<file path="src/rtl/dm_arbiter.sv">
// dm_arbiter: two-master arbiter in front of a single-port data memory.
// m0 is the CPU load/store port, m1 the debug/loader port. One access may be
// issued per cycle; a master can keep ownership across accesses with *_lock.
//
// Build option:
//   DM_ARB_RR_EN  defined   -> round-robin on contention in IDLE, tracked by a
//                              last-winner register (reset favours m0)
//                 undefined -> fixed priority, m0 wins every contention
//
// state | meaning
// IDLE  | no owner; either master may be granted
// OWN0  | m0 holds the memory (locked access); m1 stalls
// OWN1  | m1 holds the memory (locked access); m0 stalls
module dm_arbiter #(
    parameter int ADDR_W = 32
) (
    input  logic              clk,
    input  logic              rst,

    input  logic              m0_req,
    input  logic              m0_we,
    input  logic              m0_lock,
    input  logic [ADDR_W-1:0] m0_addr,
    input  logic [31:0]       m0_wdata,
    input  logic [3:0]        m0_be,
    output logic              m0_gnt,
    output logic              m0_rvalid,
    output logic [31:0]       m0_rdata,

    input  logic              m1_req,
    input  logic              m1_we,
    input  logic              m1_lock,
    input  logic [ADDR_W-1:0] m1_addr,
    input  logic [31:0]       m1_wdata,
    input  logic [3:0]        m1_be,
    output logic              m1_gnt,
    output logic              m1_rvalid,
    output logic [31:0]       m1_rdata,

    output logic              mem_en,
    output logic              mem_we,
    output logic [ADDR_W-1:0] mem_addr,
    output logic [31:0]       mem_wdata,
    output logic [3:0]        mem_be,
    input  logic [31:0]       mem_rdata
);

    typedef enum logic [1:0] {
        IDLE = 2'd0,
        OWN0 = 2'd1,
        OWN1 = 2'd2
    } state_t;

    localparam logic [ADDR_W-1:0] WORD_MASK = {{(ADDR_W-2){1'b1}}, 2'b00};

    state_t state_q, state_d;
    logic   rvalid0_q, rvalid0_d;
    logic   rvalid1_q, rvalid1_d;
    logic   gnt0, gnt1;
    logic   pick1;

`ifdef DM_ARB_RR_EN
    // last_q = 1 means m1 won most recently, so m0 is next in line
    logic last_q, last_d;

    // Contention winner is whichever master did not win last
    always_comb begin
        pick1 = ~last_q;
    end

    // Last-winner follows every grant, locked or not
    always_comb begin
        last_d = last_q;
        if (gnt0) begin
            last_d = 1'b0;
        end else if (gnt1) begin
            last_d = 1'b1;
        end
    end

    // Last-winner register
    always_ff @(posedge clk) begin
        if (rst) begin
            last_q <= 1'b1;
        end else begin
            last_q <= last_d;
        end
    end
`else
    // Fixed priority: m0 always takes a contended cycle
    always_comb begin
        pick1 = 1'b0;
    end
`endif

    // Grant decision and next-state; grants are masked during reset
    always_comb begin
        gnt0    = 1'b0;
        gnt1    = 1'b0;
        state_d = state_q;

        case (state_q)
            IDLE: begin
                if (m0_req && m1_req) begin
                    gnt0 = ~pick1;
                    gnt1 = pick1;
                end else begin
                    gnt0 = m0_req;
                    gnt1 = m1_req;
                end
            end
            OWN0:    gnt0 = m0_req;
            OWN1:    gnt1 = m1_req;
            default: ;
        endcase

        if (rst) begin
            gnt0 = 1'b0;
            gnt1 = 1'b0;
        end

        case (state_q)
            IDLE: begin
                if (gnt0 && m0_lock) begin
                    state_d = OWN0;
                end else if (gnt1 && m1_lock) begin
                    state_d = OWN1;
                end
            end
            // Ownership ends on an unlocked access or a cycle without request
            OWN0: begin
                if (!m0_req || !m0_lock) begin
                    state_d = IDLE;
                end
            end
            OWN1: begin
                if (!m1_req || !m1_lock) begin
                    state_d = IDLE;
                end
            end
            default: state_d = IDLE;
        endcase

        rvalid0_d = gnt0 & ~m0_we;
        rvalid1_d = gnt1 & ~m1_we;
    end

    // Memory command mux; all strobes idle when nothing is granted
    always_comb begin
        mem_en    = gnt0 | gnt1;
        mem_we    = 1'b0;
        mem_addr  = '0;
        mem_wdata = '0;
        mem_be    = '0;
        if (gnt1) begin
            mem_we    = m1_we;
            mem_addr  = m1_addr & WORD_MASK;
            mem_wdata = m1_wdata;
            mem_be    = m1_be;
        end else if (gnt0) begin
            mem_we    = m0_we;
            mem_addr  = m0_addr & WORD_MASK;
            mem_wdata = m0_wdata;
            mem_be    = m0_be;
        end
    end

    // Response side: rvalid is suppressed while reset is held so a read
    // issued just before reset never reports data
    always_comb begin
        m0_gnt    = gnt0;
        m1_gnt    = gnt1;
        m0_rvalid = rvalid0_q & ~rst;
        m1_rvalid = rvalid1_q & ~rst;
        m0_rdata  = m0_rvalid ? mem_rdata : 32'h0;
        m1_rdata  = m1_rvalid ? mem_rdata : 32'h0;
    end

    // State and read-pending registers
    always_ff @(posedge clk) begin
        if (rst) begin
            state_q   <= IDLE;
            rvalid0_q <= 1'b0;
            rvalid1_q <= 1'b0;
        end else begin
            state_q   <= state_d;
            rvalid0_q <= rvalid0_d;
            rvalid1_q <= rvalid1_d;
        end
    end

endmodule
</file>
<file path="config.mk">
export PLATFORM = sky130hd
export DESIGN_NAME = dm_arbiter
export DESIGN_NICKNAME = d
export VERILOG_FILES = /design/src/rtl/dm_arbiter.sv
export SDC_FILE = /design/constraint.sdc
export NUM_CORES = 1
export LEC_CHECK = 0
export CAP_MARGIN = 15
export CORE_AREA = 2 2 120 122
export CTS_CLUSTER_DIAMETER = 50
export CTS_CLUSTER_SIZE = 30
export DETAILED_ROUTE_END_ITERATION = 16
export DIE_AREA = 0 0 122 124
export PLACE_DENSITY_LB_ADDON = 0.1
export SYNTH_ARGS = -nofsm -noshare
export SYNTH_HDL_FRONTEND = slang
export SYNTH_SLANG_ARGS = --single-unit
</file>
<file path="constraint.sdc">
create_clock -name clk -period 1.5 [get_ports clk]
set_input_delay 0.225 -clock clk [delete_from_list [all_inputs] [get_ports clk]]
set_output_delay 0.225 -clock clk [all_outputs]
set_load 0.01 [all_outputs]
</file>
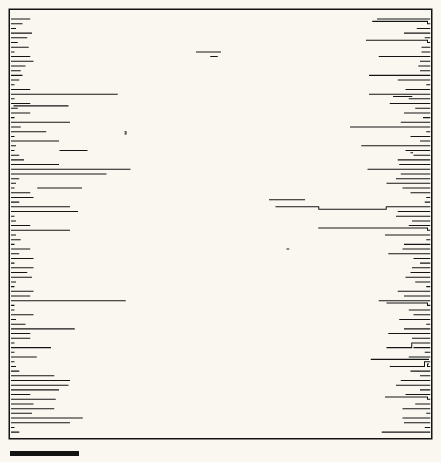
**Above:** run 1 (M3 wires).
Bar = 20 um.
nets with wire on the layer: 184
share of all routed wire: 9.3%
longest straight run: 34.3 um
wire length on this layer: 1390 um
final wirelength: 15000 um
Vias: 3491
met3 GRT Util: 4.67%

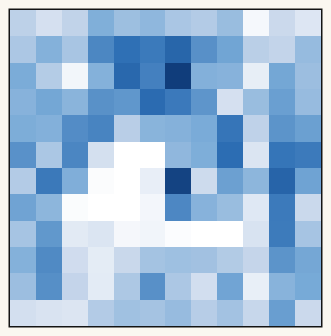
**Above:** run 1 (cell area per tile).
12 x 12 tiles, from white (low) to dark blue (high), 0 to 100% covered.
mean over tiles: 39%
nearly empty tiles: 5.6%
fullest tile: 95%
tiles over 75% full: 4.9%

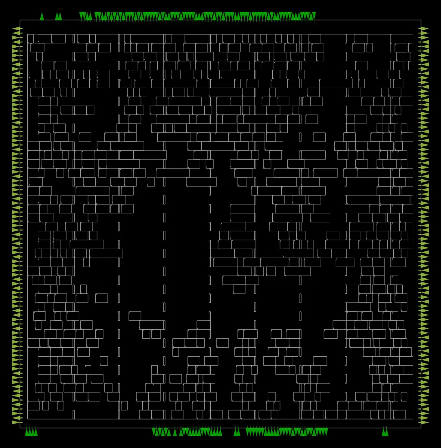
**Above:** run 1 (cell placement).
fin cells: 788
Core Util, Final: 44.9%
sequential share of cell area: 1.40%
core area: 13700 um2

==> reports/qor.csv, run 1 <==
stage;metric;value;unit
outcome;status;finished, violations left;
outcome;violations;negative setup slack;
hold_path;min_delay_worst_endpoint;state_q[1];
drt;postRouteAntennaNets;0;
final_layout;clk_share;1.22;%
final_layout;layout_top_cells;168 x clkdlybuf4s50_1, 74 x buf_2, 68 x nor2b_1;
critical_path;reg2reg_to;state_q[0];
final_layout;comb_area;1710;um2
yosys;synth_cell_types;17;
yosys;ys_top_cells_by_count;69 x nor2b_1, 67 x a32o_1, 65 x and2_1;
critical_path;startpoint_type;flop;
yosys;yosysWarnings;0;
final_layout;dominant_cells;buffers;
sta;finalClockSkew;0.000990;ns
critical_path;path_max_fanout;6;
critical_path;cp-endpoint;mem_addr[17];
placement;dp.cells;724;
die;die_h;124;um
global_route;grt_pass1_vias;3620;
critical_path;critPathLaunch;state_q[1];
drt;drc;0;
global_route;grt.total_usage;18.0;%
global_route;grt_pass1_wl;20900;um
power_and_ir_drop;p_int;1.47;mW
flow_run;maxCapViolCount;0;
drt;drt_iter0_markers;115;
sta;hold_slack;0.526;ns
power_and_ir_drop;leakagePower;2.77;nW
final_layout;comb_share;27.8;%
sta;worst_slack;-0.220;ns
cts;ctsLongestPathBuffers;2;
final_layout;design_area;6160;um2
final_layout;syn2layout_area_growth;229;%
placement;placed_cell_area;5210;um2
critical_path;cp_num_buf_inv;4;
yosys;synth_flops;4;
power_and_ir_drop;power.density;340;nW/um2
final_layout;layout-drive-gt1-share;43.4;%
final_layout;clockBufferCount;3;
sta;setup_violations;76;
power_and_ir_drop;power;2.10;mW
critical_path;worstSetupPathType;flop to output port;
critical_path;r2r_start;state_q[1];
cts;cts_tree;built;
hold_path;hold_class;input port to flop;
final_layout;logic_gate_count;213;
critical_path;crit_path_cell_trace;nand2b_4 > buf_12 > buf_6 > buf_16 > a32o_1 > buf_2;
placement;place_ws;-0.789;ns
cts;root_buffer;clkbuf_16;
yosys;flop_cell;dfxtp_1;
## run 1: per-layer routing
metal	GRT usage [%]	share of wire, %	routed length (um)
met5	0	0	0
met4	1.08	0.27	41
met3	4.67	9.3	1390
met1	19.9	38	5650
met2	35.7	53	7900
## run 1: logic make-up after synthesis
| family | count (synthesis) | synth area share, % |
|---|---|---|
| and+or+nand+nor | 143 | 48.3 |
| buffers and inverters | 38 | 11.1 |
| DFF | 4 | 4.27 |
| other | 1 | 0.200 |
| AOI/OAI and AO/OA | 68 | 36.0 |
## run 1: what timing repair did
action	4_1_cts	5_1_grt
cloned	23	4
gates resized	591	90
setup buffers	41	5
pin swaps	24	11
endpoints found under the setup margin	136	132
## run 1: sequential cells by signal, summed over array words and instances (netlist names)
register and cells:
rvalid0_q 1, rvalid1_q 1, state_q 2
==> run 2: changes to the inputs <==
--- a/config.mk
+++ b/config.mk
@@ -11,6 +11,7 @@
 export CTS_CLUSTER_SIZE = 30
 export DETAILED_ROUTE_END_ITERATION = 16
 export DIE_AREA = 0 0 122 124
+export HOLD_SLACK_MARGIN = 0.06
 export PLACE_DENSITY_LB_ADDON = 0.1
 export SYNTH_ARGS = -nofsm -noshare
 export SYNTH_HDL_FRONTEND = slang
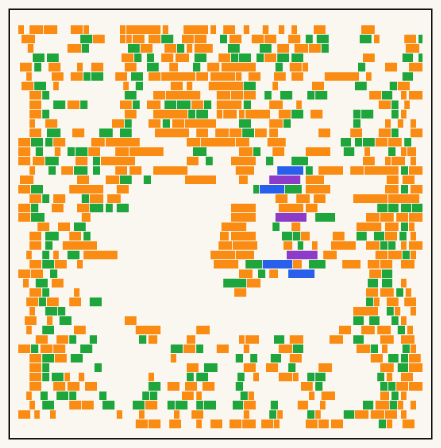
**Above:** run 2 (placement by cell class).
| class | color | cells |
|---|---|---|
| clock-net drivers | purple | 3 |
| remaining buffers and delay cells | orange | 388 |
| registers | blue | 4 |
| remaining logic cells | green | 213 |

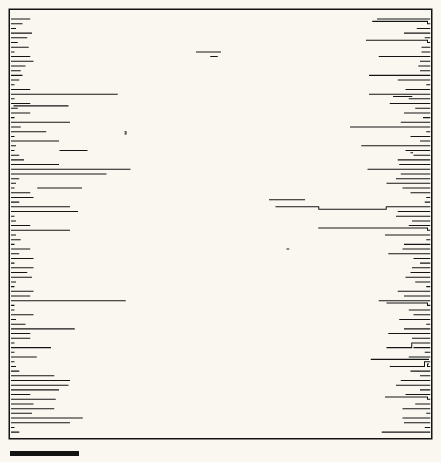
**Above:** run 2 (M3 wires).
Bar = 20 um.

==> reports/qor.csv, run 2 <==
stage;metric;value;unit
die;core_area;13700;um2
yosys;ys_top_cells_by_count;69 x nor2b_1, 67 x a32o_1, 65 x and2_1;
drt;drc;0;
drt;postRouteAntennaNets;0;
global_route;grt_util_met3;4.67;%
outcome;status;finished, violations left;
critical_path;critPathLaunch;state_q[1];
critical_path;startpoint_type;flop;
global_route;grt_pass1_wl;20900;um
yosys;flop_cell;dfxtp_1;
drt;wirelength;15000;um
yosys;yosysWarnings;0;
cts;root_buffer;clkbuf_16;
sta;hold_slack;0.526;ns
final_layout;syn2layout_area_growth;229;%
drt;wl_met3;1390;um
final_layout;nNetsFinal;786;
global_route;top_usage_layer;met2;
critical_path;crit_path_cell_trace;nand2b_4 > buf_12 > buf_6 > buf_16 > a32o_1 > buf_2;
cts;path_clk_slew;0.03;ns
placement;place_ws;-0.789;ns
critical_path;worstSetupPathType;flop to output port;
power_and_ir_drop;power.density;340;nW/um2
global_route;use_met1;19.9;%
drt;drt_iter0_markers;115;
drt;met2_length;7900;um
final_layout;design_area;6160;um2
sta;worst_slack;-0.220;ns
final_layout;stdcell_count;788;
yosys;synth_cell_types;17;
die;die_h;124;um
flow_run;maxCapViolCount;0;
sta;setup_violations;76;
hold_path;min_delay_worst_endpoint;state_q[1];
global_route;grt.total_usage;18.0;%
placement;dp.cells;724;
final_layout;layout_top_cells;168 x clkdlybuf4s50_1, 74 x buf_2, 68 x nor2b_1;
final_layout;largestRegisters;state_q: 2 flops, rvalid0_q: 1 flops, rvalid1_q: 1 flops;
cts;ctsLongestPathBuffers;2;
global_route;gr-usage-met2;35.7;%
final_layout;layout-drive-gt1-share;43.4;%
critical_path;path_max_fanout;6;
placement;placed_cell_area;5210;um2
critical_path;reg2reg_to;state_q[0];
hold_path;hold_class;input port to flop;
drt;route.vias.total;3491;
power_and_ir_drop;leakagePower;2.77;nW
critical_path;cp-endpoint;mem_addr[17];
outcome;violations;negative setup slack;
final_layout;final_core_util;44.9;%
yosys;synth_flops;4;
sta;finalClockSkew;0.000990;ns
power_and_ir_drop;power;2.10;mW
drt;highest_layer;met4;
critical_path;cp_num_buf_inv;4;
[run 2: final cells by class]
type / count / area [um2] / share of cell area [%]
clock buffers: 3 / 75.1 / 1.22
flip-flops and latches: 4 / 86.3 / 1.40
repair buffers: 388 / 4060 / 66.0
well taps: 180 / 225 / 3.66
multi-input cells: 213 / 1710 / 27.8
[run 2: cells by family after synthesis]
logic type      after synthesis  synth area share, %
simple gates                143                 48.3
other cells                   1                0.200
buf+inv                      38                 11.1
flops                         4                 4.27
compound gates               68                 36.0
[run 2: where the power goes]
group          leakage [nW]  switching, mW  total (mW)  internal (mW)
clock network        0.0370         0.0734       0.414          0.340
logic                  2.70          0.549        1.57           1.02
registers            0.0343        0.00240       0.113          0.110
==> run 3: changes to the inputs <==
--- a/config.mk
+++ b/config.mk
@@ -6,11 +6,11 @@
 export NUM_CORES = 1
 export LEC_CHECK = 0
 export CAP_MARGIN = 15
-export CORE_AREA = 2 2 120 122
+export CORE_AREA = 2 2 122 124
 export CTS_CLUSTER_DIAMETER = 50
 export CTS_CLUSTER_SIZE = 30
 export DETAILED_ROUTE_END_ITERATION = 16
-export DIE_AREA = 0 0 122 124
+export DIE_AREA = 0 0 124 126
 export HOLD_SLACK_MARGIN = 0.06
 export PLACE_DENSITY_LB_ADDON = 0.1
 export SYNTH_ARGS = -nofsm -noshare
==> constraint.sdc (replaced) <==
create_clock -name clk -period 2 [get_ports clk]
set_input_delay 0.3 -clock clk [delete_from_list [all_inputs] [get_ports clk]]
set_output_delay 0.3 -clock clk [all_outputs]
set_load 0.01 [all_outputs]
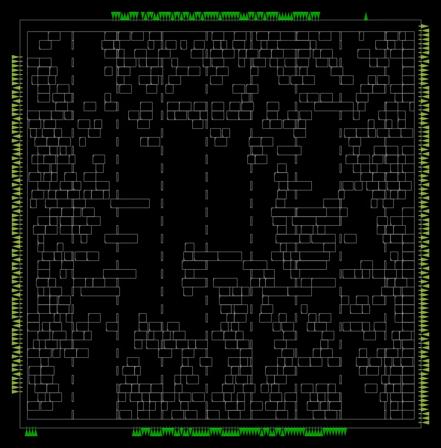
**Above:** run 3 (cell placement).
Core Util, Final: 37.8%
fill count: 1518
Seq Cell Count: 4

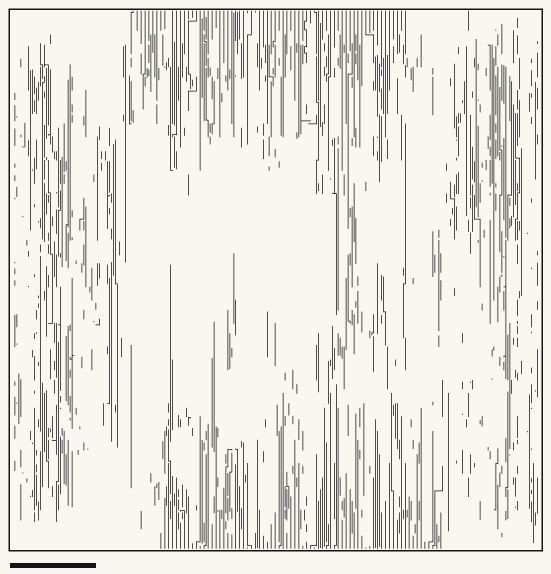
**Above:** run 3 (met2 routing).
Bar = 20 um.
longest straight run: 56.4 um
nets with wire on the layer: 629
GRT met2 Usage: 30.3%
final wirelength: 12600 um
Vias: 3250

==> reports/qor.csv, run 3 <==
stage;metric;value;unit
outcome;status;finished clean;
yosys;flop_cell;dfxtp_1;
final_layout;design_area;5410;um2
power_and_ir_drop;p_int;0.963;mW
final_layout;nNetsFinal;743;
final_layout;clockBufferCount;3;
final_layout;layout_top_cells;235 x clkdlybuf4s50_1, 68 x nor2b_1, 67 x a32o_1;
placement;placed_cell_area;5200;um2
cts;root_buffer;clkbuf_16;
yosys;synth_cell_types;17;
final_layout;flop_area;81.3;um2
power_and_ir_drop;p_clk_share;22.5;%
final_layout;comb_area;1610;um2
critical_path;crit_path_cell_trace;dlygate4sd2_1 > nor3b_4 > buf_6 > buf_4 > buf_12 > buf_16 > a32o_1 > clkdlybuf4s15_1;
placement;place_ws;-0.388;ns
power_and_ir_drop;leakagePower;2.15;nW
power_and_ir_drop;netSwitchingFraction;29.3;%
hold_path;min_delay_worst_endpoint;rvalid0_q;
critical_path;worstSetupPathType;input port to output port;
power_and_ir_drop;p_seq_share;6.2;%
yosys;synth_flops;4;
yosys;synthTopLogicFamily;simple AND/OR/NAND/NOR gates;
critical_path;cp-endpoint;mem_wdata[10];
final_layout;n_all_inverters;0;
final_layout;largestRegisters;state_q: 2 flops, rvalid0_q: 1 flops, rvalid1_q: 1 flops;
cts;path_clk_slew;0.03;ns
die;die_h;126;um
final_layout;syn2layout_area_growth;188;%
power_and_ir_drop;powerClk;0.307;mW
drt;drt_iter0_markers;66;
cts;cts_tree;built;
final_layout;nNonClkBuffers;345;
drt;postRouteAntennaNets;0;
power_and_ir_drop;power.density;252;nW/um2
power_and_ir_drop;combinationalPowerShare;71.2;%
hold_path;hold_class;input port to flop;
power_and_ir_drop;p_switching;0.400;mW
power_and_ir_drop;power_leader;combinational cells;
final_layout;nonClkBufAreaFrac;63.2;%
drt;drc;0;
critical_path;startpoint_type;input port;
final_layout;largest_reg_flops;2;
sta;finalClockSkew;0.000640;ns
die;taps;184;
final_layout;seq_share;1.50;%
yosys;simple_gate_share;48.3;%
global_route;grt_pass1_wl;17900;um
critical_path;reg2reg_to;state_q[0];
final_layout;clk_share;1.39;%
final_layout;layout-drive-gt1-share;17.0;%
critical_path;critPathLaunch;m0_req;
-- run 3: cell counts after synthesis --
No cell type changed its count.
-- run 3: metal layers --
metal | GRT usage [%] | wire, um
met1 | 14.6 | 4410
met2 | 30.3 | 6760
met3 | 3.35 | 1280
met4 | 1.78 | 114
met5 | 0 | 0
-- run 3: per-stage QoR --
| step | utilization [%] | cells |
|---|---|---|
| floorplan | - | 255 |
| global route | 37.8 | 749 |
| CTS | 39.0 | 749 |
| detailed placement | 36.3 | 722 |
| finish | 37.8 | 749 |
| global placement | 36.3 | 722 |
-- run 3: repair_timing --
action | CTS | global route
gates cloned | 6 | 0
resized | 164 | 36
setup endpoints to repair | 74 | 38
setup buffers | 18 | 0
hold buffers | 0 | 0
Power figures rest on the tool's default switching activity, not on a simulated workload.
